[src/rtl/sys_defs.sv]
// Shared system definitions: functional-unit classes and the dispatch entry payload.
package sys_defs;

  localparam int unsigned INST_W = 32;
  localparam int unsigned PC_W   = 32;
  localparam int unsigned FU_W   = 3;

  // Functional-unit class encoding, shared with the decoder
  typedef enum logic [FU_W-1:0] {
    FU_ALU  = 3'b000,
    FU_MULT = 3'b001,
    FU_LSQ  = 3'b011,
    FU_BR   = 3'b100
  } fu_class_e;

  // One buffered instruction
  typedef struct packed {
    logic [INST_W-1:0] inst;
    logic [PC_W-1:0]   pc;
    fu_class_e         fu;
  } disp_entry_t;

  // True for class codes that map onto a real functional unit
  function automatic logic fu_known(input logic [FU_W-1:0] code);
    case (code)
      3'b000, 3'b001, 3'b011, 3'b100: fu_known = 1'b1;
      default:                        fu_known = 1'b0;
    endcase
  endfunction

endpackage

[src/rtl/dispatch_fifo.sv]
// Instruction buffer for fu_dispatch: circular storage, pointers, occupancy and flush.
module dispatch_fifo
  import sys_defs::*;
#(
  parameter int unsigned DEPTH = 4,
  localparam int unsigned CW   = $clog2(DEPTH) + 1
) (
  input  logic          clock,
  input  logic          reset_n,
  input  logic          flush,
  input  logic          push,
  input  disp_entry_t   push_entry,
  input  logic          pop,
  output disp_entry_t   head_entry,
  output logic [CW-1:0] count
);

  localparam int unsigned PW = $clog2(DEPTH);

  disp_entry_t   mem_q [DEPTH];
  logic [PW-1:0] wr_ptr_q, wr_ptr_d;
  logic [PW-1:0] rd_ptr_q, rd_ptr_d;
  logic [CW-1:0] count_q, count_d;

  // Next pointers and occupancy; flush wins over push and pop, pointers wrap naturally
  always_comb begin
    wr_ptr_d = wr_ptr_q;
    rd_ptr_d = rd_ptr_q;
    count_d  = count_q;
    if (flush) begin
      wr_ptr_d = '0;
      rd_ptr_d = '0;
      count_d  = '0;
    end else begin
      if (push) wr_ptr_d = wr_ptr_q + PW'(1);
      if (pop)  rd_ptr_d = rd_ptr_q + PW'(1);
      case ({push, pop})
        2'b10:   count_d = count_q + CW'(1);
        2'b01:   count_d = count_q - CW'(1);
        default: count_d = count_q;
      endcase
    end
  end

  // Pointer and occupancy registers
  always_ff @(posedge clock or negedge reset_n) begin
    if (!reset_n) begin
      wr_ptr_q <= '0;
      rd_ptr_q <= '0;
      count_q  <= '0;
    end else begin
      wr_ptr_q <= wr_ptr_d;
      rd_ptr_q <= rd_ptr_d;
      count_q  <= count_d;
    end
  end

  // Entry storage; cleared on reset so the head reads zero afterwards
  always_ff @(posedge clock or negedge reset_n) begin
    if (!reset_n) begin
      for (int i = 0; i < int'(DEPTH); i++) mem_q[i] <= '0;
    end else if (push && !flush) begin
      mem_q[wr_ptr_q] <= push_entry;
    end
  end

  assign head_entry = mem_q[rd_ptr_q];
  assign count      = count_q;

endmodule

[src/rtl/fu_dispatch.sv]
// Functional-unit dispatcher: buffers decoded instructions and issues the head to its FU,
// stalling issue after a branch until it resolves.
// Optional build macro FU_DISPATCH_PERF_EN adds the stall_cycles performance counter.
module fu_dispatch
  import sys_defs::*;
#(
  parameter int unsigned DEPTH = 4,
  localparam int unsigned CW   = $clog2(DEPTH) + 1
) (
  input  logic              clock,
  input  logic              reset_n,
  input  logic              in_valid,
  output logic              in_ready,
  input  logic [INST_W-1:0] in_inst,
  input  logic [PC_W-1:0]   in_pc,
  input  logic [FU_W-1:0]   in_fu,
  input  logic              flush,
  output logic              alu_valid,
  output logic              mult_valid,
  output logic              lsq_valid,
  output logic              br_valid,
  input  logic              alu_ready,
  input  logic              mult_ready,
  input  logic              lsq_ready,
  input  logic              br_ready,
  output logic [INST_W-1:0] out_inst,
  output logic [PC_W-1:0]   out_pc,
  input  logic              br_done,
  output logic              illegal,
  output logic [CW-1:0]     count
`ifdef FU_DISPATCH_PERF_EN
  ,
  output logic [31:0]       stall_cycles
`endif
);

  typedef enum logic {
    ST_RUN     = 1'b0,
    ST_WAIT_BR = 1'b1
  } state_e;

  state_e      state_q;
  logic        illegal_q;
  disp_entry_t head;
  disp_entry_t new_entry;
  logic        known;
  logic        push;
  logic        issue;
  logic        sel_ready;
  logic        fire;

  assign known     = fu_known(in_fu);
  assign in_ready  = (count < CW'(DEPTH)) && !flush;
  assign push      = in_valid && in_ready && known;
  assign new_entry = '{inst: in_inst, pc: in_pc, fu: fu_class_e'(in_fu)};
  assign issue     = (count != '0) && (state_q == ST_RUN);
  assign fire      = issue && sel_ready;

  dispatch_fifo #(.DEPTH(DEPTH)) u_fifo (
    .clock      (clock),
    .reset_n    (reset_n),
    .flush      (flush),
    .push       (push),
    .push_entry (new_entry),
    .pop        (fire),
    .head_entry (head),
    .count      (count)
  );

  // Steer the head to exactly one FU and pick up that FU's ready
  always_comb begin
    alu_valid  = 1'b0;
    mult_valid = 1'b0;
    lsq_valid  = 1'b0;
    br_valid   = 1'b0;
    sel_ready  = 1'b0;
    if (issue) begin
      case (head.fu)
        FU_ALU:  begin alu_valid  = 1'b1; sel_ready = alu_ready;  end
        FU_MULT: begin mult_valid = 1'b1; sel_ready = mult_ready; end
        FU_LSQ:  begin lsq_valid  = 1'b1; sel_ready = lsq_ready;  end
        FU_BR:   begin br_valid   = 1'b1; sel_ready = br_ready;   end
        default: sel_ready = 1'b0;
      endcase
    end
  end

  // Issue FSM: a branch leaving the buffer holds issue until br_done; flush overrides all
  always_ff @(posedge clock or negedge reset_n) begin
    if (!reset_n) begin
      state_q <= ST_RUN;
    end else if (flush) begin
      state_q <= ST_RUN;
    end else begin
      case (state_q)
        ST_RUN:     if (fire && head.fu == FU_BR) state_q <= ST_WAIT_BR;
        ST_WAIT_BR: if (br_done) state_q <= ST_RUN;
        default:    state_q <= ST_RUN;
      endcase
    end
  end

  // One-cycle pulse for an accepted handshake with an unknown class
  always_ff @(posedge clock or negedge reset_n) begin
    if (!reset_n) illegal_q <= 1'b0;
    else          illegal_q <= in_valid && in_ready && !known;
  end

  assign illegal  = illegal_q;
  assign out_inst = head.inst;
  assign out_pc   = head.pc;

`ifdef FU_DISPATCH_PERF_EN
  logic [31:0] stall_q;

  // Saturating count of cycles an issued instruction waits on its FU
  always_ff @(posedge clock or negedge reset_n) begin
    if (!reset_n) begin
      stall_q <= '0;
    end else if (issue && !sel_ready && stall_q != '1) begin
      stall_q <= stall_q + 32'd1;
    end
  end

  assign stall_cycles = stall_q;
`endif

endmodule

[config.mk]
export PLATFORM = sky130hd
export DESIGN_NAME = fu_dispatch
export DESIGN_NICKNAME = d
export VERILOG_FILES = /design/src/rtl/sys_defs.sv /design/src/rtl/dispatch_fifo.sv /design/src/rtl/fu_dispatch.sv
export SDC_FILE = /design/constraint.sdc
export NUM_CORES = 1
export LEC_CHECK = 0
export CAP_MARGIN = 5
export CORE_UTILIZATION = 55
export CTS_CLUSTER_DIAMETER = 30
export DETAILED_ROUTE_END_ITERATION = 6
export GPL_ROUTABILITY_DRIVEN = 0
export PLACE_DENSITY = 0.79
export SLEW_MARGIN = 30
export SYNTH_ARGS = -nofsm -noshare
export SYNTH_HDL_FRONTEND = slang
export SYNTH_SLANG_ARGS = --single-unit
[constraint.sdc]
create_clock -name clock -period 7.2 [get_ports clock]
set_input_delay 1.08 -clock clock [delete_from_list [all_inputs] [get_ports clock]]
set_output_delay 1.08 -clock clock [all_outputs]
set_load 0.005 [all_outputs]
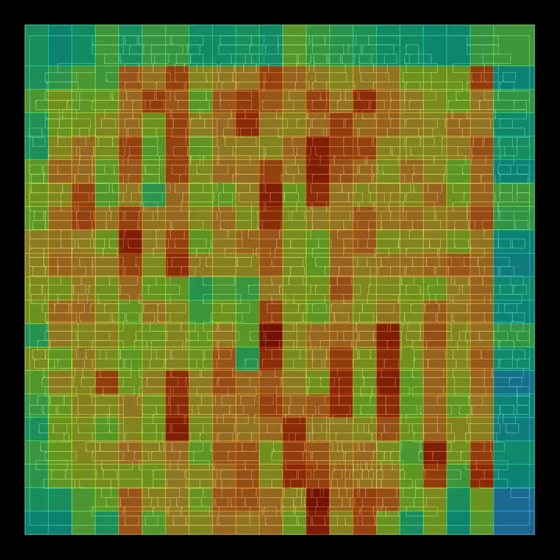
final_congestion.png
grt met3 use: 0.06372
Wirelength per Cell: 21.71 um
layer with the highest usage: met2

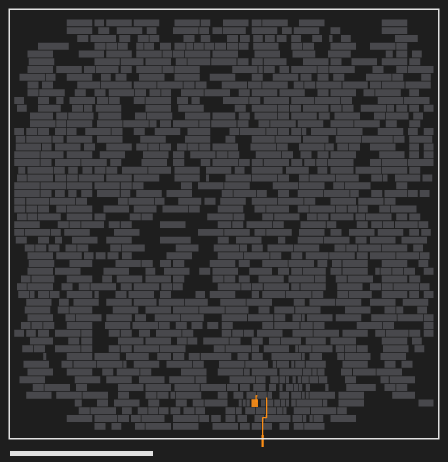
port_nets.png
Scale bar: 50 um.
`br_valid` -> orange  # direction output, edge bottom, end cells 1, wire 18.1 um
I/O pin total: 149
IO Port Bufs: 148

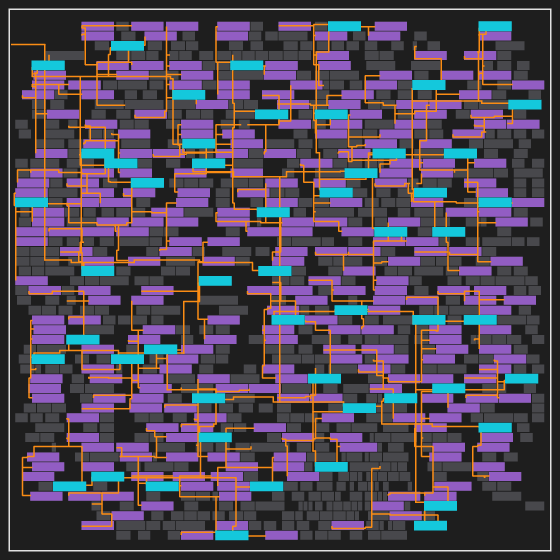
clock_map.png
clock wires -> orange  # length 3550 um
cells driving clock nets -> cyan  # count 52
flip-flops -> purple  # count 277
routed clock nets = 53
power of the clock network: 2.41 mW
Late-Pin Clk Latency: 0.54 ns
Clk pwr share: 0.396

==> results.json <==
{
  "yosys_most_used_dff": "dfrtp_1",
  "syn_area_um2": 12050,
  "ys_chip_area_um2": 12050,
  "maxPowerGroup": "the clock network",
  "synth_flops": 277,
  "cts.reportedPaths.clkPinSlew_ns": 0.05,
  "status": "finished clean",
  "r2r_end": "u_fifo.count[2]",
  "cts_tree": "built",
  "area_leaders": "dfrtp_1 58%, mux2_2 23%, mux4_2 13%",
  "p_int_mw": 4.531,
  "cap_violations": 0,
  "clockBufferDepth": 3,
  "hold_path_depth": 1,
  "hold_viol": 0,
  "fin_util": 0.7364,
  "dpl.cell_count": 1100,
  "switching_share": 0.2531,
  "synthArstFlopShare": 1.000,
  "fin_worst_skew_ns": 0.01476,
  "critPathMaxFanout": 41,
  "path_depth": 3,
  "netSwitchingPower_mw": 1.536,
  "final_nets": 960,
  "ys_warn_count": 0,
  "endpoint_kind": "output pin",
  "postCtsHoldBufs": 0,
  "ant_nets": 0,
  "leakage_nw": 7.049,
  "synth_cell_types": 35,
  "first_global_vias": 7931,
  "critical-path-top-delay-family": "buffers and inverters",
  "hold_end": "u_fifo.mem_q[48]",
  "ys_top_cells_by_count": "277 x dfrtp_1, 247 x mux2_2, 67 x mux4_2",
  "fillers": 1254,
  "top_area_cell": "dfrtp_1",
  "comb_power_share": 0.250,
  "hold_start": "u_fifo.mem_q[48]",
  "area_delta_synth_final_pct": 29.65,
  "r2r-start": "u_fifo.rd_ptr_q[0]",
  "grt_util_met2": 0.4280,
  "initCoreUtil": 0.5680,
  "dp_slack_ns": 2.868,
  "finalCritPeriodShare": 0.6074,
  "top_area_frac": 0.5751,
  "rsz0062_at_grt": "no",
  "use_met1": 0.2986,
  "cp.required_ns": 6.12,
  "synth-edff-count": 0,
  "period_needed_ns": 4.374,
  "tightestPinTransition_ns": 0.8755,
  "fin_ws_ns": 2.826,
  "vias": 6979,
  "comb_area_um2": 4994,
  "power_density_nw_per_um2": 388.3,
  "postSynthSeqShare": 0.5751,
  "sequentialPower_mw": 2.15,
  "finalNonFillerCells": 1196,
  "cp.arrival_ns": 3.29,
  "cts.sinks": 277,
  "dpl.hpwl_mm": 15.33,
  "die_w_um": 150.0,
  "cts_resized": 0,
  "num_antenna_cells": 0,
  "highest_layer": "met5",
  "tns_ns": 0,
  "htree_levels": 2,
  "ff2ff_path_depth": 8,
  "wl_mm": 25.97,
  "critical_path_buf_inv_count": 2,
  "chipHeight_um": 150.0,
  "clockRootBuffer": "clkbuf_16",
  "syn_area_per_cell_um2": 16.79,
  "crit_type": "reg2out",
  "endpoint": "out_inst[27]",
  "warning_count": 31,
  "yosys_cells": 718,
  "r2r_setup_slack_ns": 3.51,
  "p_seq_frac": 0.354,
  "post-cts-setup-buffers": 0,
  "syn_inst": 718,
  "crit_start": "u_fifo.rd_ptr_q[0]",
  "grt_start_max_net_pins": 111,
  "track_usage": 0.2452,
  "slowest_delay_ns": 0.98,
  "numCtsBuffers": 52,
  "slew_viol_final": 0,
  "crit_chain": "buf_4 > mux4_2 > clkdlybuf4s50_1",
  "met2_length_mm": 13.61,
  "die_area_um2": 22510
}
-- worst register-to-register path, delay by kind of cell, from the launching register on --
| family | cells | cell delay (ns) |
|---|---|---|
| DFF | 1 | 0.98 |
| and+or+nand+nor | 3 | 0.89 |
| muxes | 1 | 0.71 |
| AOI/OAI and AO/OA | 3 | 0.60 |
| adders and majority gates | 1 | 0.43 |
-- state kept, by name (all words and copies together) (netlist names) --
name,count
u_fifo.rd_ptr_q,2
illegal,1
u_fifo.wr_ptr_q,2
u_fifo.count,3
state_q,1
u_fifo.mem_q,268
-- cell families after synthesis --
logic type / count (synthesis) / synth area share
mux: 338 / 0.3781
flops: 277 / 0.5751
buf+inv: 49 / 0.01609
simple gates: 37 / 0.01620
compound gates: 9 / 0.005399
fa+ha+maj: 5 / 0.005814
xor+xnor: 3 / 0.003322
-- cells in the final DEF, fill, tap and decap left out, types with 4 or more instances in the layout --
| cell type | instances |
|---|---|
| dfrtp_1 | 275 |
| mux2_2 | 247 |
| clkdlybuf4s50_1 | 147 |
| mux4_2 | 67 |
| clkbuf_16 | 53 |
| mux2_1 | 21 |
| clkinvlp_4 | 14 |
| nor2_1 | 11 |
| clkinv_2 | 7 |
| nand2_1 | 6 |
| clkinv_4 | 6 |
| bufinv_16 | 6 |
| a21oi_1 | 4 |
| nand2_8 | 4 |
| ha_1 | 4 |
| clkbuf_1 | 4 |
-- cell type report --
| cell class | instances | share of cell area |
|---|---|---|
| clock buffer | 60 | 0.08848 |
| clock inverter | 36 | 0.02554 |
| inverter | 3 | 0.0007206 |
| multi-input combinational | 392 | 0.3196 |
| sequential | 277 | 0.4441 |
| tap | 275 | 0.02202 |
| timing repair buffer | 153 | 0.09961 |
Power figures rest on the tool's default switching activity, not on a simulated workload.
